===== src/rtl/shift_add_mult32_pkg.sv =====
// Shared constants and state encoding for the iterative shift-and-add multiplier.
package shift_add_mult32_pkg;

  localparam int MUL_DATA_W = 32;
  localparam int MUL_CNT_W  = 5;

  // ALU opcode on which the control unit raises START
  localparam logic [5:0] OPC_MUL = 6'h18;

  typedef enum logic [1:0] {
    ST_IDLE = 2'b00,
    ST_RUN  = 2'b01,
    ST_DONE = 2'b10
  } mul_state_e;

endpackage


===== src/rtl/shift_add_mult32_twos_comp_neg.sv =====
// Parameterised two's-complement negator (~x + 1); purely combinational.
module twos_comp_neg #(
  parameter int W = 32
) (
  input  logic [W-1:0] x_i,
  output logic [W-1:0] neg_o
);

  assign neg_o = ~x_i + W'(1);

endmodule


===== src/rtl/shift_add_mult32.sv =====
// 32x32->64 shift-and-add multiplier: one bit per cycle, fixed 32-cycle RUN,
// START/READY/DONE handshake, signed handled by magnitude multiply plus final negate.
module shift_add_mult32
  import shift_add_mult32_pkg::*;
#(
  parameter int DATA_W = MUL_DATA_W,
  parameter int CNT_W  = MUL_CNT_W
) (
  input  logic              CLK,
  input  logic              RST,
  input  logic              START,
  input  logic              SIGNED,
  input  logic [DATA_W-1:0] OP_A,
  input  logic [DATA_W-1:0] OP_B,
  output logic              READY,
  output logic              BUSY,
  output logic              DONE,
  output logic [DATA_W-1:0] HI,
  output logic [DATA_W-1:0] LO
);

  mul_state_e          state_q, state_d;
  logic [CNT_W-1:0]    cnt_q, cnt_d;
  logic                neg_q, neg_d;
  logic [DATA_W-1:0]   mag_a_q, mag_a_d;
  logic [DATA_W-1:0]   acc_hi_q, acc_hi_d;
  logic [DATA_W-1:0]   acc_lo_q, acc_lo_d;
  logic [DATA_W-1:0]   hi_q, hi_d;
  logic [DATA_W-1:0]   lo_q, lo_d;

  logic [DATA_W-1:0]   neg_a, neg_b, mag_a_in, mag_b_in;
  logic [DATA_W:0]     sum;
  logic [2*DATA_W-1:0] prod_next, prod_neg;

  twos_comp_neg #(.W(DATA_W))   u_neg_a (.x_i(OP_A),      .neg_o(neg_a));
  twos_comp_neg #(.W(DATA_W))   u_neg_b (.x_i(OP_B),      .neg_o(neg_b));
  twos_comp_neg #(.W(2*DATA_W)) u_neg_p (.x_i(prod_next), .neg_o(prod_neg));

  // -2^31 negates to itself, which is the correct unsigned magnitude
  assign mag_a_in = (SIGNED && OP_A[DATA_W-1]) ? neg_a : OP_A;
  assign mag_b_in = (SIGNED && OP_B[DATA_W-1]) ? neg_b : OP_B;

  assign sum       = {1'b0, acc_hi_q} + (acc_lo_q[0] ? {1'b0, mag_a_q} : '0);
  assign prod_next = {sum, acc_lo_q[DATA_W-1:1]};

  always_comb begin
    state_d  = state_q;
    cnt_d    = cnt_q;
    neg_d    = neg_q;
    mag_a_d  = mag_a_q;
    acc_hi_d = acc_hi_q;
    acc_lo_d = acc_lo_q;
    hi_d     = hi_q;
    lo_d     = lo_q;
    unique case (state_q)
      ST_IDLE: begin
        if (START) begin
          mag_a_d  = mag_a_in;
          acc_hi_d = '0;
          acc_lo_d = mag_b_in;
          neg_d    = SIGNED & (OP_A[DATA_W-1] ^ OP_B[DATA_W-1]);
          cnt_d    = '0;
          state_d  = ST_RUN;
        end
      end
      ST_RUN: begin
        {acc_hi_d, acc_lo_d} = prod_next;
        cnt_d = cnt_q + 1'b1;
        if (cnt_q == CNT_W'(DATA_W - 1)) begin
          cnt_d         = '0;
          {hi_d, lo_d}  = neg_q ? prod_neg : prod_next;
          state_d       = ST_DONE;
        end
      end
      ST_DONE: state_d = ST_IDLE;
      default: state_d = ST_IDLE;
    endcase
  end

  always_ff @(posedge CLK) begin
    if (RST) begin
      state_q  <= ST_IDLE;
      cnt_q    <= '0;
      neg_q    <= 1'b0;
      mag_a_q  <= '0;
      acc_hi_q <= '0;
      acc_lo_q <= '0;
      hi_q     <= '0;
      lo_q     <= '0;
    end else begin
      state_q  <= state_d;
      cnt_q    <= cnt_d;
      neg_q    <= neg_d;
      mag_a_q  <= mag_a_d;
      acc_hi_q <= acc_hi_d;
      acc_lo_q <= acc_lo_d;
      hi_q     <= hi_d;
      lo_q     <= lo_d;
    end
  end

  assign READY = (state_q == ST_IDLE);
  assign BUSY  = (state_q == ST_RUN);
  assign DONE  = (state_q == ST_DONE);
  assign HI    = hi_q;
  assign LO    = lo_q;

endmodule

===== config.mk =====
export PLATFORM = sky130hd
export DESIGN_NAME = shift_add_mult32
export DESIGN_NICKNAME = d
export VERILOG_FILES = /design/src/rtl/shift_add_mult32_pkg.sv /design/src/rtl/shift_add_mult32_twos_comp_neg.sv /design/src/rtl/shift_add_mult32.sv
export SDC_FILE = /design/constraint.sdc
export NUM_CORES = 1
export LEC_CHECK = 0
export CAP_MARGIN = 25
export CORE_ASPECT_RATIO = 1.2
export CORE_UTILIZATION = 25
export CTS_CLUSTER_SIZE = 16
export DETAILED_ROUTE_END_ITERATION = 6
export GPL_ROUTABILITY_DRIVEN = 1
export GPL_TIMING_DRIVEN = 0
export SLEW_MARGIN = 10
export SYNTH_ARGS = -nofsm -noshare
export SYNTH_HDL_FRONTEND = slang
export SYNTH_SLANG_ARGS = --single-unit

===== constraint.sdc =====
create_clock -name CLK -period 5.1 [get_ports CLK]
set_input_delay 1.275 -clock CLK [delete_from_list [all_inputs] [get_ports CLK]]
set_output_delay 1.275 -clock CLK [all_outputs]
set_load 0.01 [all_outputs]

Fig. 1: cell classes on the final placement
The bar under the picture is 50 µm long.
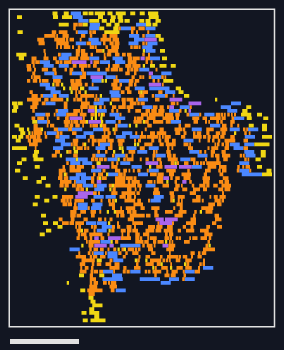
registers: marked blue, cells 168, share of their area 26%. remaining logic cells: marked orange, cells 1169, share of their area 56%. remaining buffers and delay cells: marked yellow, cells 219, share of their area 13%. clock drivers and dummy loads: marked purple, cells 32, share of their area 4.6%.
row cnt: 83
post-route cell area: 13400 µm²
share of the final layout cell area in sequential cells: 25.1%
Core Area: 42700 µm²
fraction of the core area covered by cells at the end of the flow: 31.5%

Fig. 2: cell outlines without signal wires
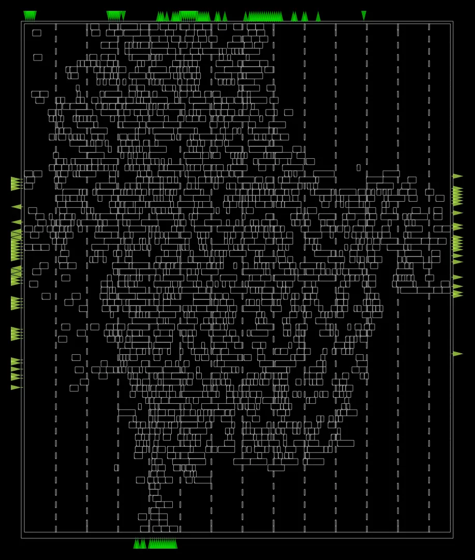
Post-Layout Cell Count: 2140
total number of sequential cells: 168
Filler cells: 4589
tapcells inserted: 552

==> Table 3: Implementation characteristics <==
Summary of implementation characteristics

Parameter                              Value

Worst setup path
  Critical path launch point type .................. flip-flop
  R2R depth .................. 14
  Crit path max fanout .................. 10
  Arrival time at the worst endpoint .................. 5160 ps
  Critical Path End Type .................. flip-flop
  Worst setup slack for register-to-register paths .................. 290 ps
  Critical R2R Capture .................. HI[31]
  Start point of the critical path .................. acc_lo_q[0]

Logic synthesis
  Synth area leader .................. sky130_fd_sc_hd__dfxtp_1
  Post-Synth Simple-Gate Area .................. 23.0%
  Leading post-synthesis cells by cell area .................. sky130_fd_sc_hd__dfxtp_1, sky130_fd_sc_hd__xor2_1, sky130_fd_sc_hd__nand2_1
  Area fraction in mux cells .................. 0.475%
  Seq share, synth .................. 31.2%
  Number of warnings reported in the yosys synthesis log .................. 0
  Largest non-sequential cell family by area .................. AND-OR/OR-AND gates
  Yosys adder share .................. 4.47%
  Area share of and-or/or-and cells after synthesis .................. 26.1%
  Nets in the synthesized netlist .................. 1528
  Chip area line of the yosys report .................. 10800 µm²
  Fraction of synthesis flops using an asynchronous set or reset pin .................. 0%
  Post-Syn Area per Cell .................. 7.59 µm²
  Post-synthesis instance total .................. 1422
  Number of cell instances after yosys synthesis .................. 1422

Global route
  Initial antenna violation count .................. 0
  Total global routing overflow .................. 0
  Met1 track demand over resource .................. 21.6%
  Layer with the highest usage .................. met2
  Via count of the first global-routing pass .................. 10700

Power
  Total net switching power .................. 982 µW
  Switching power share of the total .................. 30.2%
  Internal Power .................. 2.27 mW
  Clk pwr share .................. 40.2%
  Final Total Pwr .................. 3.25 mW
  Biggest consumer .................. registers
  Combinational gate power .................. 541 µW
  Power in sequential cells .................. 1.40 mW
  Worst VDD drop .................. 0.237 mV
  Power in the clock group .................. 1.30 mW

Floorplan
  Die Footprint .................. 44000 µm²
  Die Wd .................. 192 µm

Layout
  Dominant kind of cell by area .................. multi-input combinational cells
  Number of multi-input logic gates .................. 1146
  Layout net count .................. 1681
  Portion of the layout cell area used by non-clock buffers .................. 12.4%
  Tally of clock buffers in the finished layout .................. 20
  Number of non-clock inverters .................. 23
  Proportion of cell area occupied by multi-input gates .................. 52.4%
  Gate Area .................. 7040 µm²
  Area used by sequential logic in the layout .................. 3360 µm²
  Relative area of clock buffers and inverters in the final design .................. 4.33%

Clock network
  Num CTS Buffers .................. 17
  Clock network latency to the later pin of the worst-skew pair .................. 460 ps
  Buffer cell driving the clock tree root .................. sky130_fd_sc_hd__clkbuf_16
  Maximum root-to-sink buffer count .................. 2
  Number of instances resized during post-cts repair .................. 0
  Clock-pin slew reported for the worst setup and hold paths after clock tree synthesis .................. 70 ps

Drt
  Met2 routed WL .................. 18900 µm
  Number of detailed-routing iterations run before antenna repair .................. 5
  Antenna Nets Post-Route .................. 0
  Post-DR vias/cell .................. 5.09
  Met3 wirelength from detailed routing .................. 1610 µm
  Routed Wire Length .................. 38200 µm
  WL per Instance .................. 17.8 µm

Worst hold path
  Hold Path End .................. mag_a_q[31]
  Worst Hold Depth .................. 2
  Critical hold path startpoint .................. mag_a_q[31]

Final timing
  Setup repair after global routing missed its margin .................. no
  Final hold slack .................. 452 ps
  Clock period minus final worst setup slack .................. 4810 ps
  Pins over their slew limit .................. 0
  Worst Skew .................. 20.3 ps
  Highest clock frequency the design can meet .................. 208 MHz

Placement
  Routability Congestion .................. 0.886
  Final HPWL from detailed placement .................. 31300 µm
  DP Area .................. 12800 µm²
  Number of placed instances, taps included .................. 2108
  Post-place setup slack .................. 37.2 ps

Flow run
  Max capacitance violation total .................. 0

Status
  Run status .................. completed
critical path, stage by stage (launching register included):
cell                       delay [ps]
sky130_fd_sc_hd__dfxtp_1          420
sky130_fd_sc_hd__clkbuf_1         280
sky130_fd_sc_hd__and2_1           180
sky130_fd_sc_hd__ha_1             200
sky130_fd_sc_hd__fa_1             270
sky130_fd_sc_hd__a211oi_4         110
sky130_fd_sc_hd__o31ai_1          590
sky130_fd_sc_hd__a21oi_1          160
sky130_fd_sc_hd__xnor2_1          320
sky130_fd_sc_hd__or4_4            630
sky130_fd_sc_hd__or4_4            550
sky130_fd_sc_hd__a21o_1           300
sky130_fd_sc_hd__nor4_1           320
sky130_fd_sc_hd__o21ai_1          100
sky130_fd_sc_hd__a32o_1           270
No activity file was given, so power comes from the tool's default toggle rates.
